### config.mk
export PLATFORM = sky130hd
export DESIGN_NAME = audio_mixer_seq_flat
export DESIGN_NICKNAME = d
export VERILOG_FILES = /design/src/rtl/audio_mixer_seq_if.sv /design/src/rtl/audio_mixer_seq.sv /design/src/flat_wrapper.sv
export SDC_FILE = /design/constraint.sdc
export NUM_CORES = 1
export LEC_CHECK = 0
export CORE_UTILIZATION = 30
export DETAILED_ROUTE_END_ITERATION = 8
export MAX_ROUTING_LAYER = met4
export PLACE_DENSITY = 0.53
export SLEW_MARGIN = 40
export SYNTH_ARGS = -nofsm -noshare
export SYNTH_HDL_FRONTEND = slang
export SYNTH_SLANG_ARGS = --single-unit
### constraint.sdc
create_clock -name clk -period 3.95 [get_ports clk]
set_input_delay 0.5925 -clock clk [delete_from_list [all_inputs] [get_ports clk]]
set_output_delay 0.5925 -clock clk [all_outputs]
set_load 0.02 [all_outputs]
### src/rtl/audio_mixer_seq_if.sv
// Bus between the tone generators / codec path and audio_mixer_seq.
// Optional master volume port appears when MIXER_VOLUME_EN is defined.
interface audio_mixer_seq_if #(
  parameter int NUM_CH = 9,
  parameter int IN_W   = 10,
  parameter int OUT_W  = 32
);
  localparam int CNT_W = $clog2(NUM_CH + 1);

  // Handshake: sample_tick is a one-cycle request with no ready; it is taken
  // only while busy is low, otherwise it is dropped and latches overrun.
  // mix_valid is a one-cycle pulse qualifying mixed_audio/active_count,
  // which then hold until the next pulse.
  logic                     sample_tick;
  logic [NUM_CH*IN_W-1:0]   ch_data;
  logic [NUM_CH-1:0]        ch_en;
`ifdef MIXER_VOLUME_EN
  logic [2:0]               volume;
`endif
  logic [OUT_W-1:0]         mixed_audio;
  logic                     mix_valid;
  logic                     busy;
  logic [CNT_W-1:0]         active_count;
  logic                     overrun;
  logic [1:0]               state_dbg;

  modport master (
    output sample_tick, ch_data, ch_en,
`ifdef MIXER_VOLUME_EN
    output volume,
`endif
    input  mixed_audio, mix_valid, busy, active_count, overrun, state_dbg
  );

  modport slave (
    input  sample_tick, ch_data, ch_en,
`ifdef MIXER_VOLUME_EN
    input  volume,
`endif
    output mixed_audio, mix_valid, busy, active_count, overrun, state_dbg
  );
endinterface

### src/rtl/audio_mixer_seq.sv
// Serial voice mixer: snapshot on sample_tick, accumulate one voice per clock,
// divide by a power of two covering the active count. Optional: MIXER_VOLUME_EN.
module audio_mixer_seq #(
  parameter int NUM_CH = 9,
  parameter int IN_W   = 10,
  parameter int OUT_W  = 32
) (
  input  logic               clk,
  input  logic               reset,
  audio_mixer_seq_if.slave   bus
);
  localparam int AW    = IN_W + $clog2(NUM_CH);
  localparam int CNT_W = $clog2(NUM_CH + 1);
  localparam int IDX_W = (NUM_CH > 1) ? $clog2(NUM_CH) : 1;
  localparam logic [IDX_W-1:0] LAST_IDX = IDX_W'(NUM_CH - 1);

  typedef enum logic [1:0] {IDLE, ACCUM, SCALE, DONE} state_t;

  state_t                  state, state_nxt;
  logic [NUM_CH*IN_W-1:0]  snap_data;
  logic [NUM_CH-1:0]       snap_en;
  logic [IDX_W-1:0]        idx;
  logic signed [AW-1:0]    acc;
  logic [CNT_W-1:0]        cnt;
  logic [IN_W-1:0]         cur_sample;
  logic [3:0]              shift_amt;
  logic [IN_W-1:0]         q;
  logic [OUT_W-1:0]        mixed_audio_r;
  logic [CNT_W-1:0]        active_count_r;
  logic                    mix_valid_r;
  logic                    overrun_r;
`ifdef MIXER_VOLUME_EN
  logic [2:0]              snap_vol;
`endif

  always_ff @(posedge clk) begin
    if (reset) state <= IDLE;
    else       state <= state_nxt;
  end

  always_comb begin
    state_nxt = state;
    case (state)
      IDLE:    if (bus.sample_tick) state_nxt = ACCUM;
      ACCUM:   if (idx == LAST_IDX) state_nxt = SCALE;
      SCALE:   state_nxt = DONE;
      DONE:    state_nxt = IDLE;
      default: state_nxt = IDLE;
    endcase
  end

  assign cur_sample = snap_data[int'(idx)*IN_W +: IN_W];

  // ceil(log2(cnt)), with 0 and 1 voices both mapping to no shift
  always_comb begin
    shift_amt = '0;
    for (int i = 0; i < 4; i++) begin
      if (int'(cnt) > (1 << i)) shift_amt = 4'(i + 1);
    end
`ifdef MIXER_VOLUME_EN
    shift_amt = shift_amt + {1'b0, snap_vol};
`endif
    q = IN_W'(acc >>> shift_amt);
  end

  always_ff @(posedge clk) begin
    if (reset) begin
      snap_data      <= '0;
      snap_en        <= '0;
      idx            <= '0;
      acc            <= '0;
      cnt            <= '0;
      mixed_audio_r  <= '0;
      active_count_r <= '0;
      mix_valid_r    <= 1'b0;
      overrun_r      <= 1'b0;
`ifdef MIXER_VOLUME_EN
      snap_vol       <= '0;
`endif
    end else begin
      mix_valid_r <= 1'b0;
      if (bus.sample_tick && state != IDLE) overrun_r <= 1'b1;
      case (state)
        IDLE: if (bus.sample_tick) begin
          snap_data <= bus.ch_data;
          snap_en   <= bus.ch_en;
          acc       <= '0;
          cnt       <= '0;
          idx       <= '0;
`ifdef MIXER_VOLUME_EN
          snap_vol  <= bus.volume;
`endif
        end
        ACCUM: begin
          // Silent voices are skipped so they do not dilute the average
          if (snap_en[idx] && cur_sample != '0) begin
            acc <= acc + AW'($signed(cur_sample));
            cnt <= cnt + 1'b1;
          end
          idx <= idx + 1'b1;
        end
        SCALE: begin
          mixed_audio_r  <= OUT_W'(q) << (OUT_W - IN_W);
          active_count_r <= cnt;
          mix_valid_r    <= 1'b1;
        end
        default: ;
      endcase
    end
  end

  assign bus.mixed_audio  = mixed_audio_r;
  assign bus.active_count = active_count_r;
  assign bus.mix_valid    = mix_valid_r;
  assign bus.overrun      = overrun_r;
  assign bus.busy         = (state != IDLE);
  assign bus.state_dbg    = state;
endmodule

### src/flat_wrapper.sv
// flat-port wrapper written by rule: the top's interface ports become plain ports
module audio_mixer_seq_flat 
#(
  parameter int NUM_CH = 9,
  parameter int IN_W   = 10,
  parameter int OUT_W  = 32
)
  (clk, reset, bus_sample_tick, bus_ch_data, bus_ch_en, bus_mixed_audio, bus_mix_valid, bus_busy, bus_active_count, bus_overrun, bus_state_dbg);
  audio_mixer_seq_if #(.NUM_CH(NUM_CH), .IN_W(IN_W), .OUT_W(OUT_W)) bus_i ();
  input  logic clk;
  input  logic reset;
  input wire logic [$bits(bus_i.sample_tick)-1:0] bus_sample_tick;
  input wire logic [$bits(bus_i.ch_data)-1:0] bus_ch_data;
  input wire logic [$bits(bus_i.ch_en)-1:0] bus_ch_en;
  output wire logic [$bits(bus_i.mixed_audio)-1:0] bus_mixed_audio;
  output wire logic [$bits(bus_i.mix_valid)-1:0] bus_mix_valid;
  output wire logic [$bits(bus_i.busy)-1:0] bus_busy;
  output wire logic [$bits(bus_i.active_count)-1:0] bus_active_count;
  output wire logic [$bits(bus_i.overrun)-1:0] bus_overrun;
  output wire logic [$bits(bus_i.state_dbg)-1:0] bus_state_dbg;
  assign bus_i.sample_tick = bus_sample_tick;
  assign bus_i.ch_data = bus_ch_data;
  assign bus_i.ch_en = bus_ch_en;
  assign bus_mixed_audio = bus_i.mixed_audio;
  assign bus_mix_valid = bus_i.mix_valid;
  assign bus_busy = bus_i.busy;
  assign bus_active_count = bus_i.active_count;
  assign bus_overrun = bus_i.overrun;
  assign bus_state_dbg = bus_i.state_dbg;
  audio_mixer_seq #(.NUM_CH(NUM_CH), .IN_W(IN_W), .OUT_W(OUT_W)) u_core (.clk(clk), .reset(reset), .bus(bus_i));
endmodule
metal_density.png
Scale: 2 px per µm. The die is cut into 31 by 31 equal tiles; white is low, dark blue is high, scaled to the fullest tile. Values are wire area over tile area, all layers added.
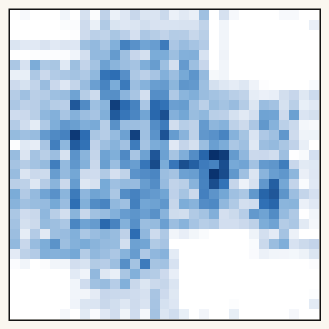
fullest tile: 0.44
nearly empty tiles: 24%
tiles over half the peak: 18%
mean over tiles: 0.12
densest ninth of the die: centre

io_fan.png
Scale: 3 px per µm.
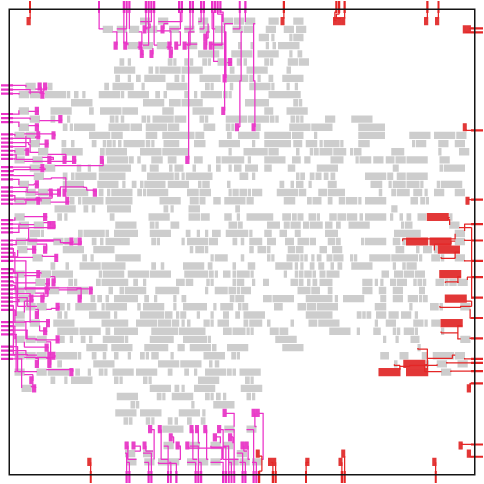
legend:
  bus_mixed_audio:
    colour: red
    bits: 32
    direction: output
    edge: 17 east, 8 south, 7 north
    end_cells: 32
    buffers: 10
    wire: 257 µm
  bus_ch_data:
    colour: magenta
    bits: 90
    direction: input
    edge: 51 west, 20 north, 19 south
    end_cells: 90
    buffers: 90
    wire: 1510 µm
io pins: 143
Port Buffer Count: 120

clk_routes.png
Scale: 3 px per µm.
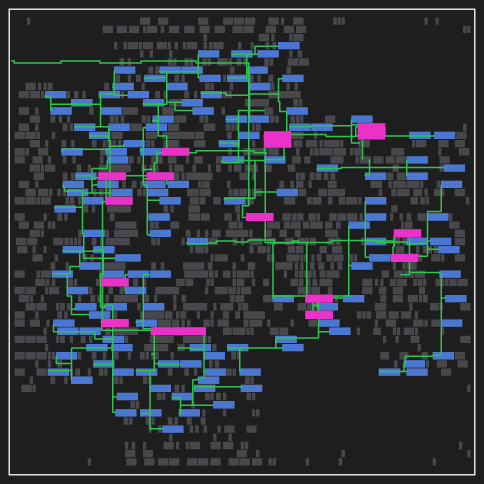
legend:
  clock wires:
    colour: green
    length: 1850 µm
  clock drivers:
    colour: magenta
    count: 17
  flip-flops:
    colour: blue
    count: 139
flops lie: widely spread

congestion.png
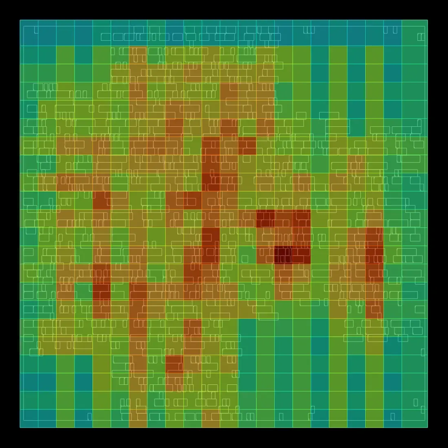
overall routing resource usage: 16.7%
M3 GR Usage: 2.77%

[area by class of cell]
| type | instances | area (µm²) |
|---|---|---|
| Clock inverter | 14 | 186 |
| Tap cell | 313 | 392 |
| Fill cell | 2329 | 13700 |
| Multi-Input combinational cell | 638 | 3840 |
| Inverter | 21 | 78.8 |
| Clock buffer | 18 | 429 |
| Sequential cell | 139 | 2790 |
| Timing Repair Buffer | 133 | 1350 |
[per-layer routing]
layer / GRT usage [%] / vias to the layer above / part of all wire, %
li1: - / 3076 / -
met1: 22.0 / 2748 / 49
met2: 26.7 / 126 / 47
met3: 2.77 / 12 / 3.3
met4: 3.87 / 0 / 0.80
met5: - / - / 0
[worst min-delay path, cell delays in order, from the launching register on]
cell     delay (ns)
dfxtp_1        0.31
nand2_1        0.05
a21oi_1        0.05
==> ci_impl_report.md <==
### Yosys + OpenROAD results

| Metric | Value |
|---|---|
| Adders+Majority by Area | 4.40% |
| Flop-to-flop setup slack | 0.36 ns |
| DPL Wire Length | 13900 µm |
| Cell Chain, Critical Path | buf_12 > mux4_2 > a22oi_1 > nand2_1 > ha_1 > inv_1 > fa_1 > nor2b_1 > o21ai_0 > a21boi_0 > o31a_1 > o211ai_1 > a21boi_0 > o21a_1 > o41ai_1 |
| Mapped cell area | 6990 µm² |
| N_diodes | 0 |
| WL per Instance | 14.9 µm |
| Outcome | finished, final reports clean |
| Main power group | registers |
| Dominant cell area share | 39.8% |
| RSZ-0062 raised after global routing | no |
| Fin. max-slew vios | 0 |
| Crit share post-route | 90.8% |
| Area contributors post-synth | dfxtp_1, nand2_1, a21oi_1, mux4_2, ha_1 |
| Simple-Gate Fraction of Synth Area | 20.1% |
| Yosys stat chip area | 6990 µm² |
| Avg Inst Size Synth | 8.20 µm² |
| Drt first pass iters | 4 |
| Final GP Congestion | 0.843 |
| Clock share of power | 32.1% |
| # rows | 55 |
| Setup violators final | 0 |
| Worst hold path class | reg -> reg |
| # H-tree levels | 4 |
| Total Neg Setup Slack | 0 ns |
| Static Leak | 3.32 nW |
| Postcts setup bufs | 0 |
| Total CTS buffers | 17 |
| Drt first-iter violations | 363 |
| Total power | 5.21 mW |
| # Cells Yosys | 853 |
| Die Y | 155 µm |
| Worst slew pin tran | 0.746 ns |
| P_int | 3.36 mW |
| CP Depth | 15 |
| Fmax | 0.279 GHz |
| Final Hold Fails | 0 |
| Slowest cell on the critical path | mux4_2 |
| Clock-pin transition on the worst setup and hold timing paths | 0.07 ns |
| Synth cell types | 68 |
| Number of enable flip-flop cells | 0 |
| Resized Gates After CTS | 0 |
| Sequential fraction of the synthesis area | 39.8% |
Power figures rest on the tool's default switching activity, not on a simulated workload.
